<file path="src/rtl/fuzzy_pkg.sv">
// Shared types and helpers for the binarize loader and the 3x3 pooling stage.
// Provides the loader state enum, default frame geometry and the bit-index helper.
// No logic; nothing here has latency or backpressure.
package fuzzy_pkg;

    localparam int ROW_LIMIT_DEF = 10;
    localparam int PIX_W_DEF     = 8;

    typedef enum logic [1:0] {
        IDLE = 2'd0,
        FILL = 2'd1,
        HOLD = 2'd2
    } loader_state_t;

    // Flat-vector position of pixel (r, c) in a row_limit x row_limit frame.
    function automatic int idx(input int r, input int c, input int row_limit = ROW_LIMIT_DEF);
        return r * row_limit + c;
    endfunction

endpackage

</file>
<file path="src/rtl/pix_binarizer.sv">
// Thresholds one grayscale pixel to a single bit against a per-frame latched threshold.
// Latency: combinational compare; the threshold register updates on the load edge.
// Backpressure: none; the caller qualifies i_load with the accepted handshake.
//
// Ports: i_load marks an accepted SOF beat; i_threshold is captured on it and also
// used for that same beat, so pixel (0,0) is compared against the new threshold.
module pix_binarizer #(
    parameter int PIX_W = 8
) (
    input  logic             clk,
    input  logic             rst_n,
    input  logic             i_load,
    input  logic [PIX_W-1:0] i_threshold,
    input  logic [PIX_W-1:0] i_pix,
    output logic             o_bit
);

    logic [PIX_W-1:0] r_thr;
    logic [PIX_W-1:0] w_thr;

    assign w_thr = i_load ? i_threshold : r_thr;
    assign o_bit = (i_pix >= w_thr);

    always_ff @(posedge clk or negedge rst_n) begin
        if (!rst_n) begin
            r_thr <= '0;
        end else if (i_load) begin
            r_thr <= i_threshold;
        end
    end

endmodule

</file>
<file path="src/rtl/binarize_frame_loader.sv">
// Binarizes a raster pixel stream into a Row_Limit x Row_Limit bit frame for the pooling stage.
// Latency: last pixel accepted at edge N, frame_valid and frame_cnt update after edge N.
// Backpressure: pix_ready drops while a finished frame waits for frame_ack (ping-pong: only when both buffers are full).
//
// Ports: pix_valid/pix_ready/pix_sof/pix_data/threshold form the input stream;
// frame_valid/frame_data/frame_ack the output handshake; sof_err pulses on a
// mid-frame SOF; frame_cnt counts completed frames and wraps.
// Build option: LOADER_PINGPONG_EN selects two frame buffers so filling continues during HOLD.
module binarize_frame_loader
    import fuzzy_pkg::*;
#(
    parameter int Row_Limit = ROW_LIMIT_DEF,
    parameter int PIX_W     = PIX_W_DEF,
    parameter int CNT_W     = 16
) (
    input  logic                           clk,
    input  logic                           rst_n,
    input  logic                           pix_valid,
    output logic                           pix_ready,
    input  logic                           pix_sof,
    input  logic [PIX_W-1:0]               pix_data,
    input  logic [PIX_W-1:0]               threshold,
    output logic                           frame_valid,
    output logic [Row_Limit*Row_Limit-1:0] frame_data,
    input  logic                           frame_ack,
    output logic                           sof_err,
    output logic [CNT_W-1:0]               frame_cnt
);

    localparam int NN    = Row_Limit * Row_Limit;
    localparam int POS_W = (Row_Limit > 1) ? $clog2(Row_Limit) : 1;
    localparam int IDX_W = (NN > 1) ? $clog2(NN) : 1;
    localparam logic [POS_W-1:0] LAST_POS = POS_W'(Row_Limit - 1);

    loader_state_t    r_state, w_next;
    logic             r_rdy_en;
    logic [POS_W-1:0] r_row, r_col;
    logic             r_sof_err;
    logic [CNT_W-1:0] r_cnt;

    logic             w_acc, w_sof_beat, w_fill_beat, w_last, w_done, w_bit;
    logic [IDX_W-1:0] w_idx;

    // r_rdy_en keeps pix_ready low through reset and raises it on the first edge after release.
    assign pix_ready   = r_rdy_en & (r_state != HOLD);
    assign w_acc       = pix_valid & pix_ready;
    assign w_sof_beat  = w_acc & pix_sof;
    assign w_fill_beat = w_acc & ~pix_sof & (r_state == FILL);
    assign w_last      = (r_row == LAST_POS) && (r_col == LAST_POS);
    assign w_done      = w_fill_beat & w_last;
    assign w_idx       = IDX_W'(idx(int'(r_row), int'(r_col), Row_Limit));
    assign sof_err     = r_sof_err;
    assign frame_cnt   = r_cnt;

    pix_binarizer #(.PIX_W(PIX_W)) u_bin (
        .clk         (clk),
        .rst_n       (rst_n),
        .i_load      (w_sof_beat),
        .i_threshold (threshold),
        .i_pix       (pix_data),
        .o_bit       (w_bit)
    );

`ifdef LOADER_PINGPONG_EN
    // HOLD here means the fill buffer is complete but the output buffer is still unacked.
    logic [NN-1:0] r_buf [2];
    logic          r_fill_sel, r_out_sel, r_frame_valid;
    logic          w_out_free, w_promote;

    assign w_out_free  = ~r_frame_valid | frame_ack;
    assign w_promote   = (w_done & w_out_free) | ((r_state == HOLD) & frame_ack);
    assign frame_valid = r_frame_valid;
    assign frame_data  = r_buf[r_out_sel];

    always_ff @(posedge clk or negedge rst_n) begin
        if (!rst_n) begin
            r_buf[0]      <= '0;
            r_buf[1]      <= '0;
            r_fill_sel    <= 1'b0;
            r_out_sel     <= 1'b0;
            r_frame_valid <= 1'b0;
        end else begin
            if (w_sof_beat) begin
                r_buf[r_fill_sel] <= NN'(w_bit);
            end else if (w_fill_beat) begin
                r_buf[r_fill_sel][w_idx] <= w_bit;
            end
            // Swap roles: the just-completed fill buffer becomes the output.
            if (w_promote) begin
                r_out_sel     <= r_fill_sel;
                r_fill_sel    <= ~r_fill_sel;
                r_frame_valid <= 1'b1;
            end else if (frame_ack) begin
                r_frame_valid <= 1'b0;
            end
        end
    end
`else
    logic [NN-1:0] r_buf;

    assign frame_valid = (r_state == HOLD);
    assign frame_data  = r_buf;

    always_ff @(posedge clk or negedge rst_n) begin
        if (!rst_n) begin
            r_buf <= '0;
        end else if (w_sof_beat) begin
            r_buf <= NN'(w_bit);
        end else if (w_fill_beat) begin
            r_buf[w_idx] <= w_bit;
        end
    end
`endif

    always_comb begin
        w_next = r_state;
        case (r_state)
            IDLE: if (w_sof_beat) w_next = FILL;
            FILL: begin
                if (w_done) begin
`ifdef LOADER_PINGPONG_EN
                    w_next = w_out_free ? IDLE : HOLD;
`else
                    w_next = HOLD;
`endif
                end
            end
            HOLD: if (frame_ack) w_next = IDLE;
            default: w_next = IDLE;
        endcase
    end

    always_ff @(posedge clk or negedge rst_n) begin
        if (!rst_n) begin
            r_state   <= IDLE;
            r_rdy_en  <= 1'b0;
            r_row     <= '0;
            r_col     <= '0;
            r_sof_err <= 1'b0;
            r_cnt     <= '0;
        end else begin
            r_state   <= w_next;
            r_rdy_en  <= 1'b1;
            // A SOF while filling restarts the frame; in IDLE it is a normal start.
            r_sof_err <= w_sof_beat & (r_state == FILL);
            if (w_sof_beat) begin
                r_row <= '0;
                r_col <= POS_W'(1);
            end else if (w_fill_beat) begin
                if (w_last) begin
                    r_row <= '0;
                    r_col <= '0;
                end else if (r_col == LAST_POS) begin
                    r_col <= '0;
                    r_row <= r_row + POS_W'(1);
                end else begin
                    r_col <= r_col + POS_W'(1);
                end
            end
            if (w_done) begin
                r_cnt <= r_cnt + CNT_W'(1);
            end
        end
    end

endmodule
</file>
<file path="config.mk">
export PLATFORM = sky130hd
export DESIGN_NAME = binarize_frame_loader
export DESIGN_NICKNAME = d
export VERILOG_FILES = /design/src/rtl/fuzzy_pkg.sv /design/src/rtl/pix_binarizer.sv /design/src/rtl/binarize_frame_loader.sv
export SDC_FILE = /design/constraint.sdc
export NUM_CORES = 1
export LEC_CHECK = 0
export CAP_MARGIN = 20
export CORE_MARGIN = 2
export CORE_UTILIZATION = 52
export DETAILED_ROUTE_END_ITERATION = 16
export GPL_ROUTABILITY_DRIVEN = 0
export HOLD_SLACK_MARGIN = 0.15
export PLACE_DENSITY = 0.78
export SYNTH_ARGS = -nofsm -noshare
export SYNTH_HDL_FRONTEND = slang
export SYNTH_HIERARCHICAL = 1
export SYNTH_SLANG_ARGS = --single-unit
</file>
<file path="constraint.sdc">
create_clock -name clk -period 10.4 [get_ports clk]
set_input_delay 1.56 -clock clk [delete_from_list [all_inputs] [get_ports clk]]
set_output_delay 1.56 -clock clk [all_outputs]
set_load 0.03 [all_outputs]
</file>
Run 1, M1 wires:
The bar under the picture is 20 um long. Supply wires on this layer in gray.
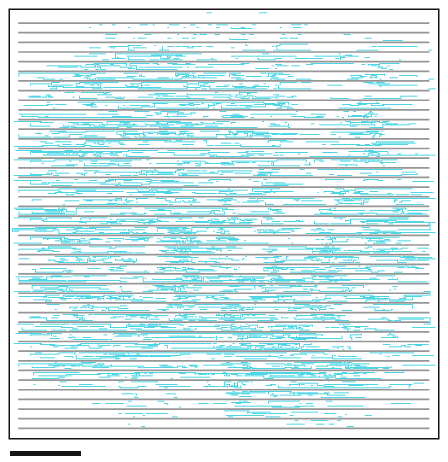
The longest straight run is 58.4 um. The layer holds 44% of the routed length. 759 nets have wire on it. The wires run mostly horizontal. The layer carries 8440 um of wire.

Run 1, met2 routing:
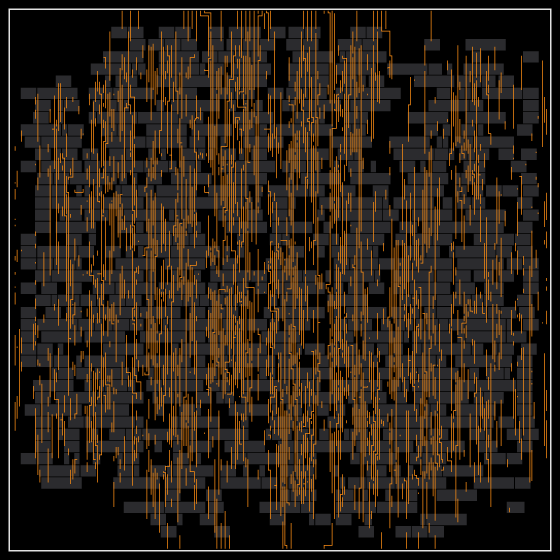
The wires run mostly vertical. The layer holds 47% of the routed length. 755 nets have wire on it. The layer carries 8990 um of wire.

==> impl_metrics.tcl, run 1 <==
# yosys + openroad results
set metrics [dict create \
    drt_drc_violations_left 0 \
    finalHoldWorstSlack_ps 466 \
    r2r_slack_ps 5050 \
    power_report.internal_total_w 0.000968 \
    fp.dieH_um 121 \
    grt_use_met3_pct 5.99 \
    cts-resized-gates 0 \
    initial_antenna_violation_count 0 \
    cp_top_family "buffers and inverters" \
    r2r_end "frame_data[1]" \
    cts-htree-levels 4 \
    layout.cells.non_filler 1004 \
    top_signal_layer_used "met4" \
    main_power_group "the clock network" \
    tapCellCount 176 \
    insertion_delay_ps 420 \
    edf_count 0 \
    cts_setup_buffers 0 \
    largest_reg_flops 100 \
    async_flop_share_pct 100 \
    reg2reg_depth 13 \
    placeableCoreArea_um2 13200 \
    sequentialPower_w 0.000556 \
    switching_share_pct 25.5 \
    clk_pin_slew_worst_paths_ps 60 \
    drt-pass1-iter-count 6 \
    synth_xor_xnor_area_share_pct 2.23 \
    fin_crit_sh_pct 59.7 \
    instance_count_on_the_critical_path 12 \
    grt_pass1_wl_um 31500 \
    status "complete, no violations" \
]
Run 1, M3 wires:
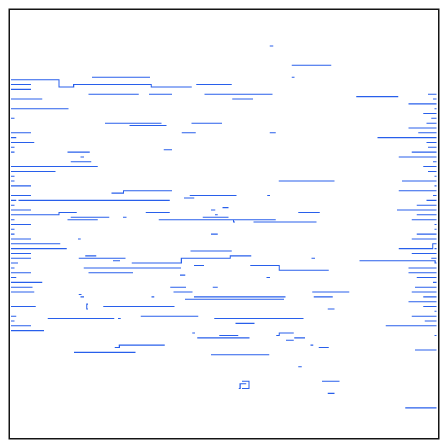
The longest straight run is 42.3 um. 133 nets have wire on it.

Run 1, M4 wires:
Supply wires on this layer in gray.
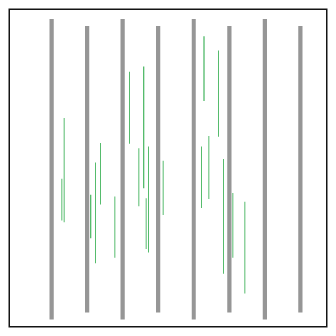
The wires run mostly vertical. The longest straight run is 46.2 um.

==> run 2: changes to the inputs <==
- clock period: 10.4 -> 5.9 ns (I/O delays scaled with it)
Run 2, M3 wires:
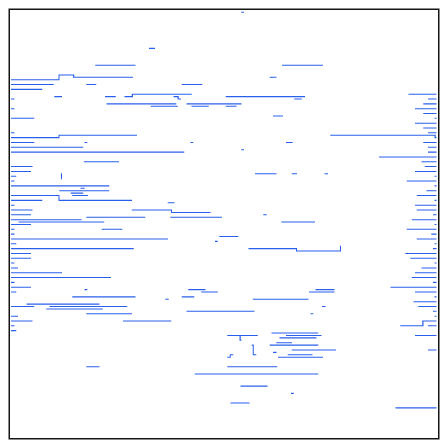
The wires run mostly horizontal. The longest straight run is 48.5 um. The layer carries 1330 um of wire. The layer holds 6.9% of the routed length.
vias after detailed routing: 5877
routing usage on met3: 6.46%
total routed wirelength: 19300 um

==> impl_metrics.tcl, run 2 <==
# yosys + openroad results
set metrics [dict create \
    worstPathRequired_ps 6170 \
    placeableCoreArea_um2 13200 \
    sequentialPower_w 0.000980 \
    fp_nets 753 \
    timing.rr.start "r_state[0]" \
    antenna_left 0 \
    top_signal_layer_used "met4" \
    clk_pin_slew_worst_paths_ps 50 \
    gr-max-usage-layer "met2" \
    fp.dieH_um 121 \
    dp_hpwl_um 12400 \
    inverters 22 \
    async_flop_share_pct 100 \
    largest_reg_flops 100 \
    crit_type "in -> reg" \
    layout.cells.non_filler 1011 \
    drt_drc_violations_left 0 \
    r2r_slack_ps 1810 \
    ys_area_um2 7070 \
    finalHoldWorstSlack_ps 434 \
    via_count_of_the_first_global_routing_pass 5995 \
    cp_top_family "buffers and inverters" \
    final_core_utilization_pct 69.8 \
    instance_count_on_the_critical_path 13 \
    synth_xor_xnor_area_share_pct 2.23 \
    status "complete, no violations" \
    cts-htree-levels 4 \
    layout-drive-gt1-share_pct 8.02 \
    cts_setup_buffers 0 \
    power.density_nw_per_um2 258 \
    edf_count 0 \
    power_report.internal_total_w 0.00179 \
    tapCellCount 176 \
    reg2reg_depth 14 \
    switching_share_pct 25.2 \
    initial_antenna_violation_count 0 \
    fin_crit_sh_pct 72.7 \
    drt-pass1-iter-count 5 \
]
==> run 3: changes to the inputs <==
- CORE_UTILIZATION: 52 -> 47
- PLACE_DENSITY: 0.78 -> 0.75
- clock period: 5.9 -> 3.75 ns (I/O delays scaled with it)
Run 3, congestion heat map:
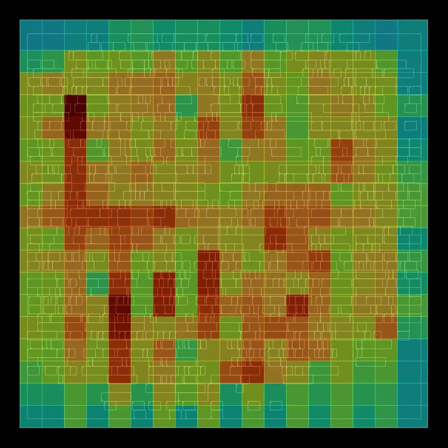
met1 global-route usage: 33.8%
Total Routing Usage GR: 24.9%
final core occ: 63.1%
fraction of met2 tracks used by global routing: 38.3%
busiest metal layer after global routing: met2

==> impl_metrics.tcl, run 3 <==
# yosys + openroad results
set metrics [dict create \
    power_report.internal_total_w 0.00270 \
    via_count_of_the_first_global_routing_pass 5972 \
    power.density_nw_per_um2 393 \
    edf_count 0 \
    ys_area_um2 7070 \
    worstPathRequired_ps 4040 \
    status "complete, no violations" \
    placeableCoreArea_um2 14600 \
    fin_crit_sh_pct 83.1 \
    fp.dieH_um 127 \
    cp_top_family "buffers and inverters" \
    inverters 22 \
    r2r_end "frame_data[8]" \
    cts-resized-gates 0 \
    detailroute.via_count 5887 \
    layout.cells.non_filler 1028 \
    switching_share_pct 25.6 \
    initial_antenna_violation_count 0 \
    fp_nets 753 \
    grt_use_met3_pct 7.97 \
    grt_pass1_wl_um 31400 \
    reg2reg_depth 12 \
    finalHoldWorstSlack_ps 227 \
    top_signal_layer_used "met4" \
]
